File: src/rtl/pc_sequencer.sv
// pc_sequencer: program-counter unit for instruction fetch.
// Selects the next PC from a prioritised set of sources (trap, trap-return,
// execute redirect, return-address-stack pop, sequential +4, hold). It also
// keeps the saved exception PC and a circular return address stack.
//
// Handshake: fetch_pc is offered while fetch_valid is high. It is consumed
// on a rising edge where fetch_valid && fetch_ready && !stall, and then
// advances by 4. While fetch_valid is low, or fetch_ready is low, or stall is
// high, the offered fetch_pc holds unless a redirect source overrides it.
module pc_sequencer #(
  parameter int              XLEN      = 32,
  parameter logic [XLEN-1:0] RESET_VEC = '0,
  parameter logic [31:0]     TRAP_VEC  = 32'h0000_0100,
  parameter int              RAS_DEPTH = 4
) (
  input  logic            clk,
  input  logic            reset,
  output logic            fetch_valid,
  input  logic            fetch_ready,
  output logic [XLEN-1:0] fetch_pc,
  input  logic            stall,
  input  logic            trap_valid,
  input  logic [XLEN-1:0] trap_pc,
  input  logic            mret_valid,
  input  logic            redir_valid,
  input  logic [XLEN-1:0] redir_base,
  input  logic [XLEN-1:0] redir_offset,
  input  logic            redir_clr_lsb,
  input  logic            call_push,
  input  logic [XLEN-1:0] ras_push_addr,
  input  logic            ret_pop,
  output logic [XLEN-1:0] epc,
  output logic            misalign_err,
  output logic            ras_empty
);

  localparam int PW = (RAS_DEPTH > 1) ? $clog2(RAS_DEPTH) : 1;
  localparam int CW = PW + 1;
  localparam logic [XLEN-1:0] TRAP_VEC_X = XLEN'(TRAP_VEC);
  localparam logic [CW-1:0]   RAS_FULL   = CW'(RAS_DEPTH);

  logic [XLEN-1:0] ras_mem [RAS_DEPTH];
  logic [PW-1:0]   ras_ptr;
  logic [CW-1:0]   ras_cnt;

  logic [XLEN-1:0] tgt_sum;
  logic [XLEN-1:0] tgt;
  logic            tgt_misaligned;
  logic            ras_en;
  logic            ras_nonempty;
  logic            do_push;
  logic            do_pop;
  logic [PW-1:0]   ptr_top;
  logic [XLEN-1:0] ras_top;

  logic [XLEN-1:0] pc_next;
  logic [XLEN-1:0] epc_next;
  logic            misal_next;

  // Redirect target computation and RAS operation decode.
  always_comb begin
    tgt_sum        = redir_base + redir_offset;
    tgt            = {tgt_sum[XLEN-1:1], tgt_sum[0] & ~redir_clr_lsb};
    tgt_misaligned = (tgt[1:0] != 2'b00);
    ras_en         = !(trap_valid || mret_valid || redir_valid || stall);
    ras_nonempty   = (ras_cnt != '0);
    do_push        = ras_en && call_push;
    do_pop         = ras_en && ret_pop && ras_nonempty;
    ptr_top        = ras_ptr - PW'(1);
    ras_top        = ras_mem[ptr_top];
  end

  // Next-PC priority network; one source wins each cycle.
  always_comb begin
    pc_next    = fetch_pc;
    epc_next   = epc;
    misal_next = 1'b0;
    if (trap_valid) begin
      pc_next  = TRAP_VEC_X;
      epc_next = trap_pc;
    end else if (mret_valid) begin
      pc_next = epc;
    end else if (redir_valid && tgt_misaligned) begin
      pc_next    = TRAP_VEC_X;
      epc_next   = tgt;
      misal_next = 1'b1;
    end else if (redir_valid) begin
      pc_next = tgt;
    end else if (do_pop) begin
      pc_next = ras_top;
    end else if (!stall && fetch_valid && fetch_ready) begin
      pc_next = fetch_pc + XLEN'(4);
    end
  end

  // PC, exception PC, error pulse and fetch-valid registers.
  always_ff @(posedge clk or posedge reset) begin
    if (reset) begin
      fetch_pc     <= RESET_VEC;
      fetch_valid  <= 1'b0;
      epc          <= '0;
      misalign_err <= 1'b0;
    end else begin
      fetch_pc     <= pc_next;
      fetch_valid  <= 1'b1;
      epc          <= epc_next;
      misalign_err <= misal_next;
    end
  end

  // RAS pointer and occupancy; push+pop together leaves both unchanged.
  always_ff @(posedge clk or posedge reset) begin
    if (reset) begin
      ras_ptr <= '0;
      ras_cnt <= '0;
    end else if (do_push && !do_pop) begin
      ras_ptr <= ras_ptr + PW'(1);
      if (ras_cnt != RAS_FULL) ras_cnt <= ras_cnt + CW'(1);
    end else if (do_pop && !do_push) begin
      ras_ptr <= ptr_top;
      ras_cnt <= ras_cnt - CW'(1);
    end
  end

  // RAS storage; a combined push+pop replaces the top entry in place.
  always_ff @(posedge clk) begin
    if (do_push && do_pop) ras_mem[ptr_top] <= ras_push_addr;
    else if (do_push)      ras_mem[ras_ptr] <= ras_push_addr;
  end

  assign ras_empty = !ras_nonempty;

endmodule
File: config.mk
export PLATFORM = sky130hd
export DESIGN_NAME = pc_sequencer
export DESIGN_NICKNAME = d
export VERILOG_FILES = /design/src/rtl/pc_sequencer.sv
export SDC_FILE = /design/constraint.sdc
export NUM_CORES = 1
export LEC_CHECK = 0
export ABC_AREA = 1
export CAP_MARGIN = 20
export CORE_ASPECT_RATIO = 1.2
export CORE_MARGIN = 4
export CORE_UTILIZATION = 40
export DETAILED_ROUTE_END_ITERATION = 12
export SYNTH_ARGS = -nofsm -noshare
export SYNTH_HDL_FRONTEND = slang
export SYNTH_SLANG_ARGS = --single-unit
File: constraint.sdc
create_clock -name clk -period 5.5 [get_ports clk]
set_clock_uncertainty 0.1 [all_clocks]
set_input_delay 1.1 -clock clk [delete_from_list [all_inputs] [get_ports clk]]
set_output_delay 1.1 -clock clk [all_outputs]
set_load 0.005 [all_outputs]
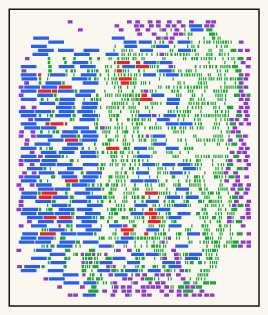
Run 1: cell classes on the final placement
Scale: 1.5 px per um.
red -> clock drivers and dummy loads  # cells 32, share of their area 4.2%
purple -> remaining buffers and delay cells  # cells 218, share of their area 15%
blue -> registers  # cells 199, share of their area 39%
green -> remaining logic cells  # cells 1306, share of their area 42%

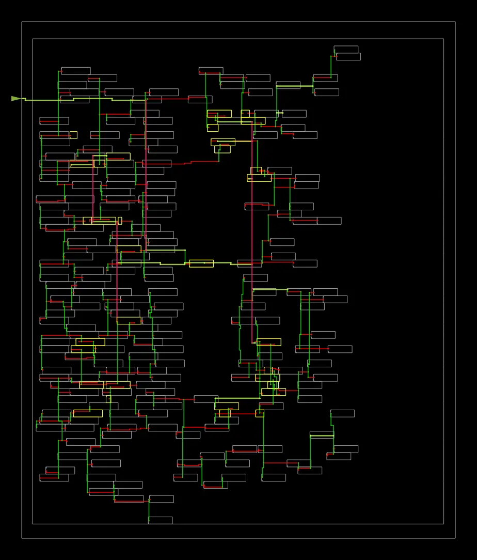
Run 1: clock nets
clk sinks: 199
latest clock arrival within the worst-skew pair: 0.44 ns
TritonCTS Buffers: 17

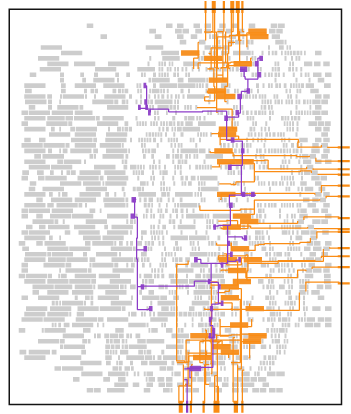
Run 1: wires at chosen ports, followed through buffers
Scale: 2 px per um.
purple -> `redir_valid`  # bits 1, direction input, edge south, end cells 41, buffers 2, wire 482 um
orange -> `epc`  # bits 32, direction output, edge 13 east, 10 south, 9 north, end cells 32, buffers 32, wire 2150 um

==> flow_summary.ini, run 1 <==
; yosys + openroad results
[run_status]
status = finished, final reports clean

[synth]
synthCells = 1553
ys_sh_simple_pct = 31.19
aoi_share_pct = 8.246
top_logic_kind = simple AND/OR/NAND/NOR gates
syn_nets = 1729

[power_and_ir_drop]
pwr-share-clk_pct = 29.3
power_frac_seq_pct = 40.7
finalPower_mw = 4.423
power_frac_comb_pct = 30.0
pg_clk_mw = 1.30

[min_path]
holdPathEnd = ras_cnt[2]

[routing]
wirelength_um = 37300
drt_iter0_drc = 771
drc = 0
dr.pass1.iters = 5
final_antenna_net_count = 0
route.detailed.wl_per_inst_um = 17.43

[global_routing]
met2_usage_pct = 39.10
use_met3_pct = 2.845
gr-max-usage-layer = met2

[clocking]
htree_levels = 4
ctsLongestPathBuffers = 2
cts_hold_buf = 0
root_buffer = clkbuf_16

[final_layout]
final_nets = 1918

[die]
io_pins = 205
fp_util_pct = 41.00
rows = 68
core-area_um2 = 29010

[final_timing]
min_period_ns = 3.919
drv_slew = 0

[worst_setup_path]
path_buffers = 6
slowest_delay_ns = 0.43
start_kind = primary input
==> run 1: final cells by class <==
class / instances / area [um^2]
Clock inverter: 14 / 180.2
Tap cell: 385 / 481.7
Timing Repair Buffer: 218 / 2147
Inverter: 162 / 610.6
Multi-Input combinational cell: 1144 / 5440
Sequential cell: 199 / 5620
Clock buffer: 18 / 429.2
Fill cell: 2757 / 14100
==> run 1: metrics by stage <==
step | util [%] | worst slack, ns | hold slack, ns | std cells
finish | 51.39 | 1.581 | 0.4000 | 2140
global route | 51.39 | 1.279 | 0.4194 | 2140
CTS | 51.39 | 1.570 | 0.4016 | 2140
detailed placement | 49.29 | 1.110 | 0.3874 | 2108
global placement | 49.29 | 1.223 | 0.3917 | 2108
floorplan | - | 0.1742 | 0.3636 | 1553
==> run 1 -> run 2 <==
==> constraint.sdc (replaced) <==
create_clock -name clk -period 3.75 [get_ports clk]
set_clock_uncertainty 0.1 [all_clocks]
set_input_delay 0.75 -clock clk [delete_from_list [all_inputs] [get_ports clk]]
set_output_delay 0.75 -clock clk [all_outputs]
set_load 0.005 [all_outputs]
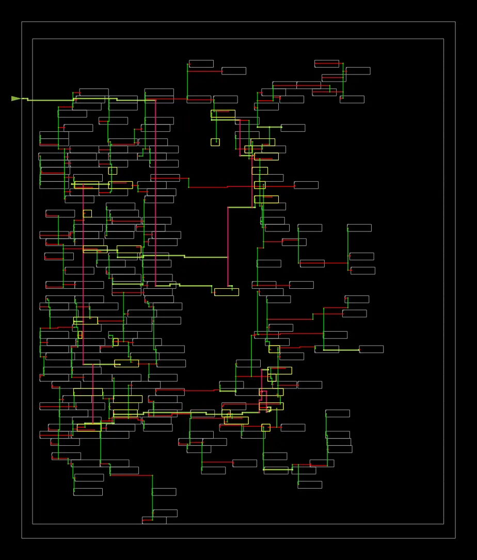
Run 2: clock nets
layout clock buffer count: 18
latest clock arrival within the worst-skew pair: 0.45 ns
Power Clock: 1.87 mW
flip-flops: 199

==> run 2 against run 1 <==
Combinational power rose by 49%. Count of clock-buffer cells in the layout did not move. Critical path depth is 1 lower. Final area increased by 0.78%. Non-clock buffer count up 6. Clock power rose by 44%.
==> flow_summary.ini, run 2 <==
; yosys + openroad results
[routing]
route.detailed.wl_per_inst_um = 17.24
dr.pass1.iters = 5
drt_iter0_drc = 878
drc = 0
wirelength_um = 36980
final_antenna_net_count = 0

[synth]
top_logic_kind = simple AND/OR/NAND/NOR gates
ys_top_cells_by_area = edfxtp_1 (32%), nand2_1 (21%), dfrtp_1 (15%)
syn_nets = 1729
aoi_share_pct = 8.246

[worst_setup_path]
start_kind = primary input
path_buffers = 5
worstPathRequired_ns = 3.78
slowest_delay_ns = 0.47

[final_layout]
n_fill_cell = 2803
final_core_util_pct = 51.79
comb_cells = 1144
design_area_um2 = 15030
inv_count = 162
clk_share_pct = 3.947
flop_area_um2 = 5620
buffers_excl_clock = 224
dominant_cells = flip-flops and latches
buffer_area_share_pct = 15.09
stdcell_count = 2145

[final_timing]
min_period_ns = 3.013
whs_ns = 0.3869
drv_slew = 0
setup_ws_ns = 0.7373

[place]
place_inst = 2114
pre_cts_ws_ns = 0.2568

[global_routing]
use_met3_pct = 3.618
met2_usage_pct = 37.44
gr-max-usage-layer = met2

[die]
core-area_um2 = 29010
tapCellCount = 385
io_pins = 205
rows = 68

[clocking]
root_buffer = clkbuf_16
cts_hold_buf = 0
clock_sinks = 199
ctsLongestPathBuffers = 2
htree_levels = 4

[power_and_ir_drop]
finalPower_mw = 6.496
power_frac_seq_pct = 40.7
power_frac_comb_pct = 30.5

[run_status]
status = finished, final reports clean
==> run 2: power by group through the flow <==
stage / clock network (mW) / registers (mW) / logic [mW]
after global placement: 0 / 2.68 / 1.99
after floorplan: 0 / 2.62 / 1.22
after global routing: 2.00 / 2.66 / 2.21
after detailed placement: 0 / 2.68 / 1.99
final: 1.87 / 2.64 / 1.98
after CTS: 1.90 / 2.64 / 2.00
==> run 2: path summary, 6_finish.rpt <==
| kind | slack (ns) | cells past startpoint | to |
|---|---|---|---|
| worst max-delay path | 0.74 | 10 | ras_mem[3][17] |
| worst min-delay path | 0.39 | 2 | fetch_pc[1] |
| worst max register to register | 1.03 | 7 | ras_mem[3][17] |
| worst min register to register | 0.39 | 2 | fetch_pc[1] |
| max in group asynchronous | 2.61 | 3 | fetch_pc[26] |
| min in group asynchronous | 0.61 | 3 | epc[0] |
==> run 2 -> run 3 <==
--- a/config.mk
+++ b/config.mk
@@ -11,6 +11,7 @@
 export CORE_MARGIN = 4
 export CORE_UTILIZATION = 40
 export DETAILED_ROUTE_END_ITERATION = 12
+export PLACE_DENSITY = 0.66
 export SYNTH_ARGS = -nofsm -noshare
 export SYNTH_HDL_FRONTEND = slang
 export SYNTH_SLANG_ARGS = --single-unit
==> constraint.sdc (replaced) <==
create_clock -name clk -period 2.5 [get_ports clk]
set_clock_uncertainty 0.1 [all_clocks]
set_input_delay 0.5 -clock clk [delete_from_list [all_inputs] [get_ports clk]]
set_output_delay 0.5 -clock clk [all_outputs]
set_load 0.005 [all_outputs]
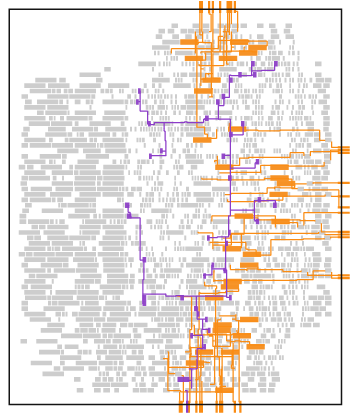
Run 3: wires at chosen ports, followed through buffers
Scale: 2 px per um.
purple -> `redir_valid`  # bits 1, direction input, edge south, end cells 41, buffers 2, wire 528 um
orange -> `epc`  # bits 32, direction output, edge 12 east, 11 south, 9 north, end cells 32, buffers 32, wire 2050 um

==> run 3 against run 2 <==
Synthesized area did not move. Via count up 4.7%. Utilization grew 3.8 points. Hold slack lost 0.12 ns. Final area rose by 7.4%. Global-route usage increased by 1.1 points. Largest cell class unchanged. Highest routed layer unchanged.
==> flow_summary.ini, run 3 <==
; yosys + openroad results
[run_status]
status = finished, final reports clean

[clocking]
cts_hold_buf = 0
ctsLongestPathBuffers = 2
cts_made_buffers = 17

[routing]
dr.pass1.iters = 6
wirelength_um = 38700

[die]
fp_util_pct = 41.00
rows = 68
core-area_um2 = 29010

[synth]
top_logic_kind = simple AND/OR/NAND/NOR gates
ys_sh_simple_pct = 31.19

[final_timing]
min_period_ns = 2.421

[final_layout]
nClkBuffers = 18
comb_cells = 1144

[place]
place_inst = 2218

[global_routing]
gr-max-usage-layer = met2

[worst_setup_path]
r2r_setup_slack_ns = 0.16

[power_and_ir_drop]
finalPower_mw = 10.41
power_frac_comb_pct = 33.7
power_frac_seq_pct = 37.6
run 3: cell count changes in the layout (fill, tap and decap cells not counted), sizes merged:
cell           before  now
dlygate4sd2         0    2
buf                20  130
bufbuf              0    1
clkinvlp            1    0
bufinv              2    3
clkdlybuf4s15       0    1
clkdlybuf4s50     204  201
inv               167  168
run 3: worst max-delay path by stage:
stage,to,cells past startpoint
6_report,ras_mem[1][19],13
5_1_grt,ras_mem[1][19],13
4_1_cts,ras_mem[1][17],12
3_5_place_dp,ras_mem[1][30],10
3_3_place_gp,ras_mem[3][23],11
2_1_floorplan,ras_mem[3][0],12
run 3: critical path, delay by kind of cell:
family | cells | cell delay [ns]
compound gates | 1 | 0.06
buf+inv | 7 | 1.10
fa+ha+maj | 1 | 0.16
simple gates | 4 | 0.66
Power and IR drop assume default switching activity.
